<file path="src/rtl/clock_divider_prog.sv">
// Multi-channel programmable clock divider: per-channel runtime divisor and high time,
// glitch-free start/stop, configuration changes land only on period boundaries.
module clock_divider_prog #(
    parameter int NUM_CH      = 2,
    parameter int DIV_W       = 8,
    parameter int DEFAULT_DIV = 2,
    localparam int CH_W       = (NUM_CH > 1) ? $clog2(NUM_CH) : 1
) (
    input  logic              clk,
    input  logic              reset,
    input  logic [NUM_CH-1:0] en,
    input  logic              div_valid,
    output logic              div_ready,
    input  logic [CH_W-1:0]   div_ch,
    input  logic [DIV_W-1:0]  div_value,
    input  logic [DIV_W-1:0]  div_high,
    output logic [NUM_CH-1:0] clk_out,
    output logic [NUM_CH-1:0] tick,
    output logic              cfg_err
);

    localparam logic [DIV_W-1:0] ZERO_W   = {DIV_W{1'b0}};
    localparam logic [DIV_W-1:0] ONE_W    = {{(DIV_W-1){1'b0}}, 1'b1};
    localparam logic [DIV_W-1:0] TWO_W    = DIV_W'(2);
    localparam logic [DIV_W-1:0] DEF_N    = DIV_W'(DEFAULT_DIV);
    localparam logic [DIV_W-1:0] DEF_H    = DIV_W'(DEFAULT_DIV / 2);
    localparam logic [CH_W:0]    NUM_CH_C = (CH_W + 1)'(NUM_CH);

    // High time actually used: 0 means half the period, otherwise clamped below N.
    function automatic logic [DIV_W-1:0] high_eff(input logic [DIV_W-1:0] n,
                                                  input logic [DIV_W-1:0] h);
        logic [DIV_W-1:0] r;
        if (h == ZERO_W) begin
            r = n >> 1;
        end else if (h > (n - ONE_W)) begin
            r = n - ONE_W;
        end else begin
            r = h;
        end
        return r;
    endfunction

    logic [NUM_CH-1:0]            run_q, run_d;
    logic [NUM_CH-1:0][DIV_W-1:0] cnt_q, cnt_d, n_q, n_d, h_q, h_d, pn_q, pn_d, ph_q, ph_d;
    logic [NUM_CH-1:0]            pend_q, pend_d, clk_out_q, clk_out_d, tick_q, tick_d;
    logic                         cfg_err_q, cfg_err_d;
    logic [NUM_CH-1:0][DIV_W-1:0] nxt_s;
    logic [NUM_CH-1:0]            bnd_s;
    logic                         acc_s, legal_s;
    logic [DIV_W-1:0]             heff_s;

    // State register: sync reset wins over every other input.
    always_ff @(posedge clk) begin
        if (reset) begin
            run_q     <= {NUM_CH{1'b0}};
            cnt_q     <= {NUM_CH{ZERO_W}};
            n_q       <= {NUM_CH{DEF_N}};
            h_q       <= {NUM_CH{DEF_H}};
            pn_q      <= {NUM_CH{DEF_N}};
            ph_q      <= {NUM_CH{DEF_H}};
            pend_q    <= {NUM_CH{1'b0}};
            clk_out_q <= {NUM_CH{1'b0}};
            tick_q    <= {NUM_CH{1'b0}};
            cfg_err_q <= 1'b0;
        end else begin
            run_q     <= run_d;
            cnt_q     <= cnt_d;
            n_q       <= n_d;
            h_q       <= h_d;
            pn_q      <= pn_d;
            ph_q      <= ph_d;
            pend_q    <= pend_d;
            clk_out_q <= clk_out_d;
            tick_q    <= tick_d;
            cfg_err_q <= cfg_err_d;
        end
    end

    // Per-channel position in the period and boundary detection.
    always_comb begin
        for (int i = 0; i < NUM_CH; i++) begin
            bnd_s[i] = run_q[i] && (cnt_q[i] == (n_q[i] - ONE_W));
            nxt_s[i] = (cnt_q[i] == (n_q[i] - ONE_W)) ? ZERO_W : (cnt_q[i] + ONE_W);
        end
    end

    // Config handshake: a channel with a pending request blocks further writes to it.
    always_comb begin
        div_ready = 1'b1;
        for (int i = 0; i < NUM_CH; i++) begin
            if (div_ch == CH_W'(i)) begin
                div_ready = !pend_q[i];
            end else begin
                div_ready = div_ready;
            end
        end
        acc_s   = div_valid && div_ready;
        legal_s = (div_value >= TWO_W) && ({1'b0, div_ch} < NUM_CH_C);
        heff_s  = high_eff(div_value, div_high);
    end

    // Next-state: counters, divisor registers and the pending config slot.
    always_comb begin
        run_d     = run_q;
        cnt_d     = cnt_q;
        n_d       = n_q;
        h_d       = h_q;
        pn_d      = pn_q;
        ph_d      = ph_q;
        pend_d    = pend_q;
        cfg_err_d = cfg_err_q | (acc_s && !legal_s);
        for (int i = 0; i < NUM_CH; i++) begin
            if (!run_q[i]) begin
                cnt_d[i] = ZERO_W;
                run_d[i] = en[i];
            end else if (!bnd_s[i]) begin
                cnt_d[i] = nxt_s[i];
            end else begin
                cnt_d[i] = ZERO_W;
                run_d[i] = en[i];
                if (pend_q[i]) begin
                    n_d[i]    = pn_q[i];
                    h_d[i]    = ph_q[i];
                    pend_d[i] = 1'b0;
                end else begin
                    pend_d[i] = 1'b0;
                end
            end
            // Accepted request implies pend_q[i]==0, so it never collides with a boundary apply.
            if (acc_s && legal_s && (div_ch == CH_W'(i))) begin
                if (run_q[i]) begin
                    pend_d[i] = 1'b1;
                    pn_d[i]   = div_value;
                    ph_d[i]   = heff_s;
                end else begin
                    n_d[i] = div_value;
                    h_d[i] = heff_s;
                end
            end else begin
                pend_d[i] = pend_d[i];
            end
        end
    end

    // Output decode: values registered on the next edge.
    always_comb begin
        clk_out_d = {NUM_CH{1'b0}};
        tick_d    = {NUM_CH{1'b0}};
        for (int i = 0; i < NUM_CH; i++) begin
            if (!run_q[i] || bnd_s[i]) begin
                clk_out_d[i] = en[i];
                tick_d[i]    = en[i];
            end else begin
                clk_out_d[i] = (nxt_s[i] < h_q[i]);
                tick_d[i]    = 1'b0;
            end
        end
    end

    assign clk_out = clk_out_q;
    assign tick    = tick_q;
    assign cfg_err = cfg_err_q;

endmodule

</file>
<file path="config.mk">
export PLATFORM = sky130hd
export DESIGN_NAME = clock_divider_prog
export DESIGN_NICKNAME = d
export VERILOG_FILES = /design/src/rtl/clock_divider_prog.sv
export SDC_FILE = /design/constraint.sdc
export NUM_CORES = 1
export LEC_CHECK = 0
export CORE_UTILIZATION = 30
export DETAILED_ROUTE_END_ITERATION = 16
export PLACE_DENSITY_LB_ADDON = 0.08
export RECOVER_POWER = 100
export SYNTH_ARGS = -nofsm -noshare
export SYNTH_HDL_FRONTEND = slang
export SYNTH_SLANG_ARGS = --single-unit
</file>
<file path="constraint.sdc">
create_clock -name clk -period 4.75 [get_ports clk]
set_input_delay 0.95 -clock clk [delete_from_list [all_inputs] [get_ports clk]]
set_output_delay 0.95 -clock clk [all_outputs]
set_load 0.02 [all_outputs]
</file>
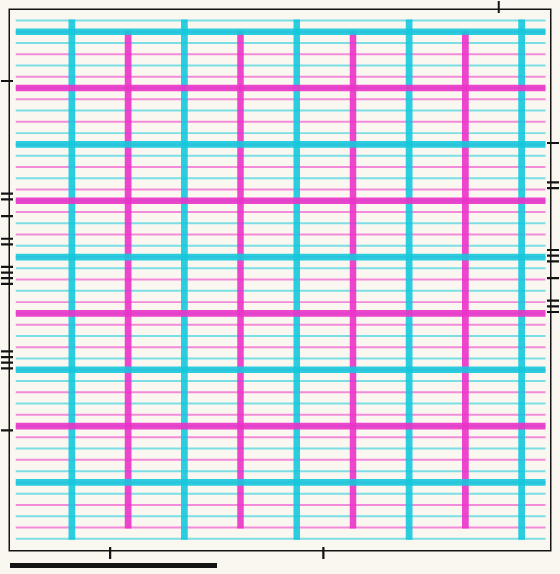
pdn.png
The bar under the picture is 50 um long. Pins as bars on the die edge.
color	net
cyan	VSS
magenta	VDD
rows	46
met4 straps	9
signal pins	28
met1 rails	47
DIE HEIGHT: 130 um
peak supply drop: 0.000164 V
core box area: 0.0160 mm^2
die width: 130 um

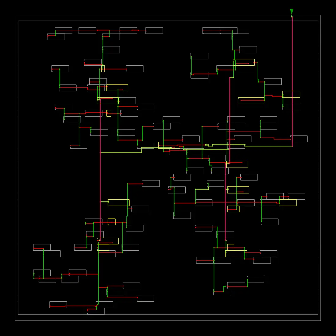
final_clocks.png
CTS Buf Count: 9
registers: 89

==> flow_summary.toml <==
# generated from flow reports
[timing]
finClkSkew_ps = 7.55
worstMarginPinSlew_ps = 1320
report.final.slew_viol_count = 0
max_slew_margin_pct = 10.6
hold_viol_final = 0
setup_slack_ps = 382
whs_ps = 453
min_period_ps = 4370
setup_viol = 0
min_period_over_period_pct = 92.0

[yosys]
seq_area_frac_synth_pct = 36.0
ys.flop_type = "dfxtp_1"
synth_cell_types = 53
compound_area_share_pct = 17.2
ys_cells = 589
synthesis.area_mm2 = 0.00494
synth-area-yosys_mm2 = 0.00494
mux_share_pct = 6.28
synth-adder-area-share_pct = 7.09
simple_gate_share_pct = 22.3
synth-xor-area-share_pct = 6.20
synth_area_per_cell_um2 = 8.39
synth.area.top_cells = "dfxtp_1 36%, ha_1 7.1%, mux2i_1 6.3%"
edf_count = 0
synthArstFlopShare_pct = 0
synthTopLogicFamily = "simple AND/OR/NAND/NOR gates"
synth_nets = 639

[worst_hold_path]
holdPathEnd = "pn_q[7]$_SDFFE_PP0P_"
holdCritStartpoint = "pn_q[7]$_SDFFE_PP0P_"
min-delay-path-class = "flop to flop"

[status]
status = "complete, no violations"

[clock_network]
htreeDepth = 3
clk_pin_slew_worst_paths_ps = 70
cts_setup_buffers = 0
cts_resized = 0
cts_tree = "yes"
root_buffer = "clkbuf_16"
clockBufferDepth = 2
hold_buffers = 0
clock_sinks = 89
clock_latency_ps = 340

[drt]
top_layer = "met4"
wl_met2_um = 5830
drtIter0Drc = 242
first_pass_iters = 4
drc_errors = 0
vias = 4264
drt_wl_total_um = 14000
wl_met3_um = 431
wl_met1_um = 7330
drt-vias-per-instance = 5.14

[placement]
pre_cts_ws_ps = 405
place_hpwl_um = 10200
place.gp.congestion = 0.941
place_area_mm2 = 0.00546
port_buffers = 27
numPlacedInstances = 813

[floorplanning]
fp_util_pct = 30.9
fp-row-count = 46
io_pins = 28
dieArea_mm2 = 0.0170

[critical_path]
cp_slowest_cell = "nor4b_1"
reg2reg_to = "clk_out[1]$_SDFF_PP0_"
r2r_cells = 16
critPathRequiredTime_ps = 4960
cp_max_fo = 33
crit_start = "div_value[1]"
worstReg2RegStart = "n_q[8]$_SDFF_PP0_"
cp-start-kind = "primary input"
crit_end = "h_q[0]$_SDFF_PP1_"
crit_type = "primary input to flop"
cp_top_family = "simple AND/OR/NAND/NOR gates"
rrSetupSlack_ps = 1040
path_buffers = 2
cp-end-kind = "flop"
max_stage_delay_ps = 1110

[layout]
layout_top_cells = "89 x dfxtp_1, 74 x nor2_1, 50 x nand2_1"
stdcell_area_mm2 = 0.00575
fillers = 1714
num-nonclk-buffers = 43
ff_latch_area_mm2 = 0.00178
mi_logic_area_mm2 = 0.00292
buf_share_pct = 6.46
seq_area_share_pct = 31.0
antenna_cells = 0
finalNetCount = 658
n_clock_buffer = 12
comb_share_pct = 50.7
layout.cells.most_common = "dfxtp_1"

[power_and_ir_drop]
power_mw = 1.84
p_comb_share_pct = 15.4
p_clk_mw = 0.741
internal_power_mw = 1.33
p_sw_mw = 0.505
netSwitchingFraction_pct = 27.5
power-top-group = "sequential cells"
seq_power_share_pct = 44.3
leakagePower_nw = 2.20
powerComb_mw = 0.284
clock_power_share_pct = 40.3

[global_route]
grt-busiest-layer = "met2"
grt_max_degree = 35
grt_first_pass_wirelength_um = 22100
grt_use_met3_pct = 2.26
grt_use_total_pct = 17.4
grt_pass1_vias = 4056
met2_usage_pct = 26.3
overflow = 0
grt_util_met1_pct = 24.6

[run]
warnings = 27
drv_cap = 0
Power and IR drop assume default switching activity.
